==> run_1/port_trees.png <==
The bar under the picture is 20 um long.
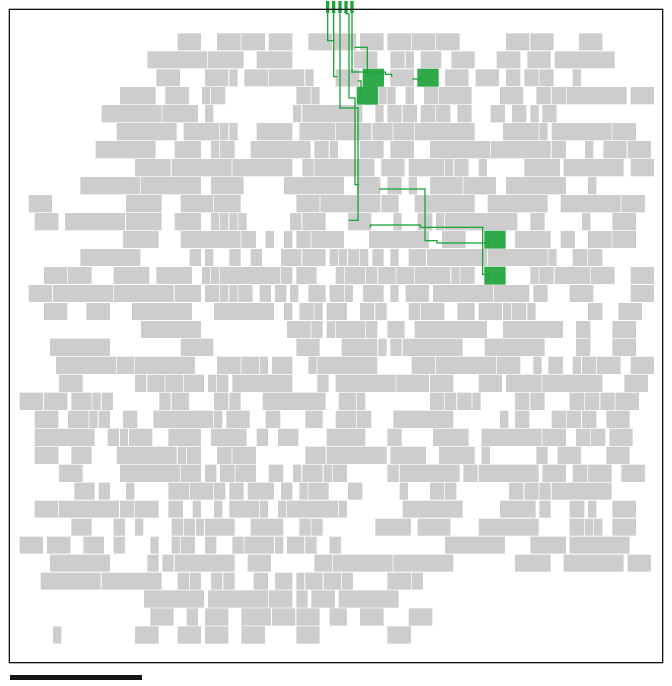
==> run_1/class_map.png <==
Fill, decap, tap and diode cells in gray.
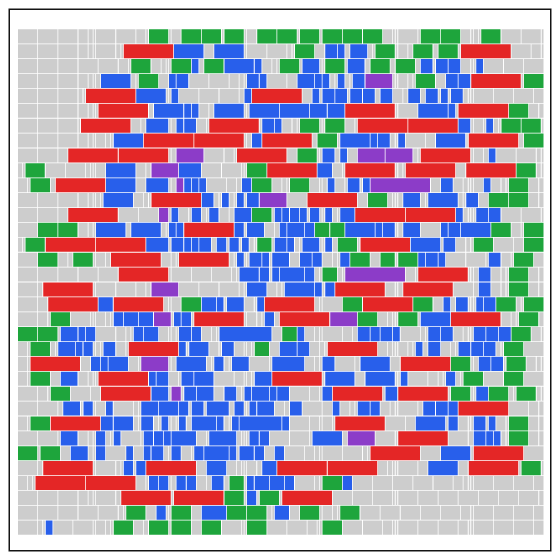
==> run_1/route_heat.png <==
20 x 20 tiles, from dark blue (low) to red (high), scaled to the fullest tile. Values are wire area over tile area, all layers added.
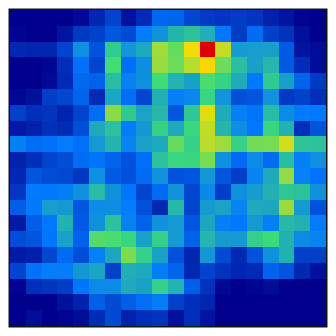
Design instr_encoder_loader, sky130hd; sources not shown.
==> results.toml, run 1 <==
# generated from flow reports
[power_and_ir_drop]
powerClk_w = 0.000436
ir_worst_vdd_mv = 0.155
seq_power_share = 0.424
total_power_w = 0.00148
maxPowerGroup = "registers"
leakagePower_nw = 2.29
sw_frac_of_total = 0.289
p_sw_w = 0.000428
comb_power_share = 0.282
p_clk_frac = 0.295
p_comb_w = 0.000417
intPower_w = 0.00105
seq-power_w = 0.000628
p_per_area_nw_per_um2 = 271

[status]
status = "finished, final reports clean"

[yosys]
synthTopCellsByCount = "dfrtp_1, nor2_1, nand2_1"
ys_cells = 419
topCellsByArea = "dfrtp_1, mux2_4, a31oi_1"
yosys.stat.seqShare = 0.435
synth.distinct_cells = 58
synth-edff-count = 0
largest_area_cell = "dfrtp_1"
synth_top_area_share = 0.435
syn_avg_cell_area_sq_um = 10.0
post-synth-top-count-cell = "dfrtp_1"
syn-num-nets = 477
ys_warn_count = 0
async_flop_share = 1.00
ys.flop_type = "dfrtp_1"
ys_ff = 73
netlist_instances = 419
ys_chip_area_sq_um = 4200
synth_area_sq_um = 4200

[run]
openroad.warnings = 28
cap_violations = 0

[critical_path]
start_kind = "primary input"
critPathKind = "in -> out"
worstPathRequired_ns = 4.22
critPathCaptureType = "output pin"
r2r_cells = 8
reg2reg_slack_ns = 2.80
worst-path-max-fanout = 3
critPathArrivalTime_ns = 3.66

[floorplanning]
die_w_um = 98.7
die_area_sq_um = 9730
die_h_um = 98.7
initial_utilization = 0.473

[final_layout]
nets = 568
largest_register_ffs = 31
diodes = 0
syn2layout_area_growth_pct = 30.1
layout-drive-gt1-share = 0.140

[clocking]
cts_buffers = 9
ctsHoldBuffers = 0
postCtsSetupBuffers = 0
clkTransAtPathRegs_ns = 0.07
cts_tree = "yes"
root_buffer = "clkbuf_8"
clock-sinks = 73
clock_path_buffers = 2
ctsResizeCount = 0
clock_latency_ns = 0.35
cts.htree.levels = 3

[drt]
top_layer = "met4"
dr_wl_met3_um = 778
first_pass_iters = 6
postRouteAntennaNets = 0
via_per_inst = 5.93
route.detailed.drc = 0
drt-met1-wl_mm = 5.25
route.met2.wl_mm = 5.27
drt_iter0_markers = 263

[timing]
worstMarginPinSlew_ns = 0.845
hold_violations = 0
setup_viol = 0
relSlewSlack = 0.436
setup_slack_ns = 0.566
finalCritPeriodShare = 0.904
drv_slew = 0
finalCriticalPeriod_ns = 5.33
rsz0062_at_grt = "no"
fmax_ghz = 0.187
setup-tns-final_ns = 0

[place]
gp_congestion = 0.902
dp_hpwl_mm = 8.16
place_area_sq_um = 5250
preCtsSetupSlack_ns = 0.638

[global_route]
grt_remaining_overflow = 0
antenna_found_initial = 0
grt_max_degree = 51
grt_pass1_vias = 3589
grt_pass1_wl_mm = 18.4

[hold_path]
min_path_type = "reg -> reg"
hold_path_depth = 1
Notes on port_trees.png above:
Key: green = req_rs [bits 5, direction input, edge north, end cells 5, buffers 5, wire 156 um]
number of port buffers: 105
num ports: 107

Notes on class_map.png above:
Key: purple = clock drivers and dummy loads [cells 16, share of their area 4.1%]; red = registers [cells 73, share of their area 34%]; blue = remaining logic cells [cells 313, share of their area 41%]; green = remaining buffers and delay cells [cells 113, share of their area 21%]
Rows: 34
design area: 5470 sq um
Core ar.: 8890 sq um
fin util: 0.615
flop share of the area: 0.334

Notes on route_heat.png above:
The fullest tile reaches 0.79. The mean over all tiles is 0.19. The emptiest ninth of the die: north-west. The densest ninth of the die: north. 7.0% of the tiles are over half the peak.
routed vias: 3694
final wirelength: 11.5 mm
GRT Util Overall: 0.241
per-cell routed wire length: 18.5 um

run 1: stage by stage:
stage / hold slack (ns) / std cells
after floorplan: 0.257 / 419
after global placement: 0.269 / 607
after detailed placement: 0.278 / 607
after CTS: 0.298 / 623
after global routing: 0.325 / 623
final: 0.292 / 623
run 1: critical path, cell delays in order:
cell	delay (ns)
clkdlybuf4s50_1	0.46
nor4_1	0.46
nand4_1	0.24
nor3b_2	0.24
a21oi_1	0.17
clkdlybuf4s50_1	0.62
run 1: cells in the final DEF (no fill, tap or decap), drive strengths merged, types with 7 or more instances in the layout:
cell           Yosys  layout
nor2              41      41
nand3             10      10
nand2             37      37
clkdlybuf4s50      0     105
clkbuf            18      11
a21oi             22      22
mux2              35      35
a31oi             36      36
and3              21      21
o21ai             10      10
nor4              10      10
buf               15       8
inv                9       8
a31o               7       7
nor3              12      12
dfrtp             73      73
run 1: cell families (layout without fill, tap and decap cells):
logic type | count (synthesis) | after routing | share of synthesized area
AOI/OAI and AO/OA | 95 | 95 | 0.154
xor gates and xnor gates | 6 | 6 | 0.0125
adders and majority gates | 4 | 4 | 0.0113
buffers and inverters | 43 | 139 | 0.0583
DFF | 73 | 73 | 0.435
muxes | 38 | 38 | 0.129
other | 1 | 1 | 0.000892
and+or+nand+nor | 159 | 159 | 0.200
run 1: layer usage:
metal,up-vias,track usage
li1,1718,-
met1,1784,0.340
met2,169,0.376
met3,23,0.0390
met4,0,0.0896
met5,-,0
run 1: final cells by class:
cell class	instances	area (sq um)
inverters	10	38.8
fillers	758	3420
flip-flops and latches	73	1830
clock inverters	5	78.8
repair buffers	113	1110
clock buffers	11	141
well taps	108	135
multi-input cells	303	2140
## Run 2: what changed since run 1
--- a/config.mk
+++ b/config.mk
@@ -10,6 +10,7 @@
 export CORE_UTILIZATION = 45
 export CTS_CLUSTER_SIZE = 20
 export DETAILED_ROUTE_END_ITERATION = 12
+export GPL_ROUTABILITY_DRIVEN = 0
 export PLACE_DENSITY = 0.73
 export SLEW_MARGIN = 20
 export SYNTH_ARGS = -nofsm -noshare
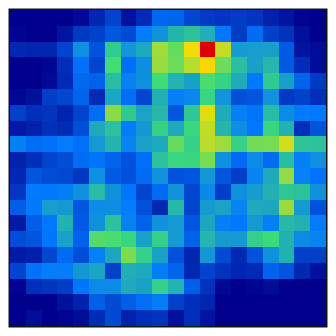
(run_2/route_heat.png)
20 x 20 tiles, from dark blue (low) to red (high), scaled to the fullest tile. Values are wire area over tile area, all layers added.
The densest ninth of the die: north. 7.0% of the tiles are over half the peak. The emptiest ninth of the die: north-west. The fullest tile reaches 0.79. 11% of the tiles are nearly empty.

==> results.toml, run 2 <==
# generated from flow reports
[clocking]
cts_tree = "yes"
postCtsSetupBuffers = 0
clock_path_buffers = 2
root_buffer = "clkbuf_8"
clock_latency_ns = 0.35
clock-sinks = 73
cts_buffers = 9

[drt]
routed_wl_mm = 11.5
first_pass_iters = 6
postRouteAntennaNets = 0
via_per_inst = 5.93
avgRoutedWirePerCell_um = 18.5
route.detailed.drc = 0

[yosys]
topCellsByArea = "dfrtp_1, mux2_4, a31oi_1"
netlist_instances = 419
synth_area_sq_um = 4200
ys_ff = 73
syn_avg_cell_area_sq_um = 10.0
synth_top_area_share = 0.435
yosys.stat.seqShare = 0.435
synth.distinct_cells = 58
ys_chip_area_sq_um = 4200
syn-num-nets = 477
largest_area_cell = "dfrtp_1"
ys.flop_type = "dfrtp_1"

[place]
preCtsSetupSlack_ns = 0.638
dp.cells = 607
portBuffers = 105
dp_hpwl_mm = 8.16

[power_and_ir_drop]
comb_power_share = 0.282
ir_worst_vdd_mv = 0.155
powerClk_w = 0.000436
p_sw_w = 0.000428
leakagePower_nw = 2.29
p_per_area_nw_per_um2 = 271
seq-power_w = 0.000628
sw_frac_of_total = 0.289
seq_power_share = 0.424
maxPowerGroup = "registers"

[final_layout]
lay_top_cells = "clkdlybuf4s50_1, dfrtp_1, nor2_1, nand2_1, a31oi_1"
finalNonFillerCells = 623
nets = 568
lay_top_count = "clkdlybuf4s50_1"
final.fill_count = 758
diodes = 0
layout-drive-gt1-share = 0.140

[floorplanning]
die_w_um = 98.7
initial_utilization = 0.473
ios = 107

[critical_path]
reg2reg_slack_ns = 2.80
worst-path-max-fanout = 3
critPathCaptureType = "output pin"
r2r_cells = 8

[timing]
setup_slack_ns = 0.566
finalCritPeriodShare = 0.904
worstMarginPinSlew_ns = 0.845
drv_slew = 0
rsz0062_at_grt = "no"

[run]
openroad.warnings = 28
cap_violations = 0

[global_route]
track_usage = 0.241
grt_pass1_vias = 3589
antenna_found_initial = 0

[hold_path]
min_path_type = "reg -> reg"

[status]
status = "finished, final reports clean"
run 2: final cells by class:
type | instances | share of cell area
clock buffers | 11 | 0.0258
clock inverters | 5 | 0.0144
inverters | 10 | 0.00709
multi-input cells | 303 | 0.391
flip-flops and latches | 73 | 0.334
well taps | 108 | 0.0247
repair buffers | 113 | 0.203
run 2: per-stage QoR:
step           cell area [sq um]  hold slack (ns)  total power (W)   util
2_1_floorplan               4200            0.257         0.000867      -
3_3_place_gp                5250            0.269          0.00104  0.590
3_5_place_dp                5250            0.278          0.00105  0.590
4_1_cts                     5470            0.298          0.00149  0.615
5_1_grt                     5470            0.325          0.00155  0.615
6_report                    5470            0.292          0.00148  0.615
run 2: cells by family (layout without fill, tap and decap cells):
kind of cell	after synthesis	in the layout	share of synthesized area
AND/OR/NAND/NOR	159	159	0.200
AND-OR/OR-AND	95	95	0.154
flip-flops	73	73	0.435
buffers and inverters	43	139	0.0583
multiplexers	38	38	0.129
XOR/XNOR	6	6	0.0125
adder cells (fa/ha/maj)	4	4	0.0113
other	1	1	0.000892
run 2: worst max-delay path, stage by stage:
cell and delay, ns:
clkdlybuf4s50_1 0.46, nor4_1 0.46, nand4_1 0.24, nor3b_2 0.24
a21oi_1 0.17, clkdlybuf4s50_1 0.62
run 2: layer usage:
layer,track usage,vias up,part of all wire
met2,0.376,169,0.46
li1,-,1718,-
met1,0.340,1784,0.46
met4,0.0896,0,0.020
met3,0.0390,23,0.067
met5,0,-,0
Power figures rest on the tool's default switching activity, not on a simulated workload.
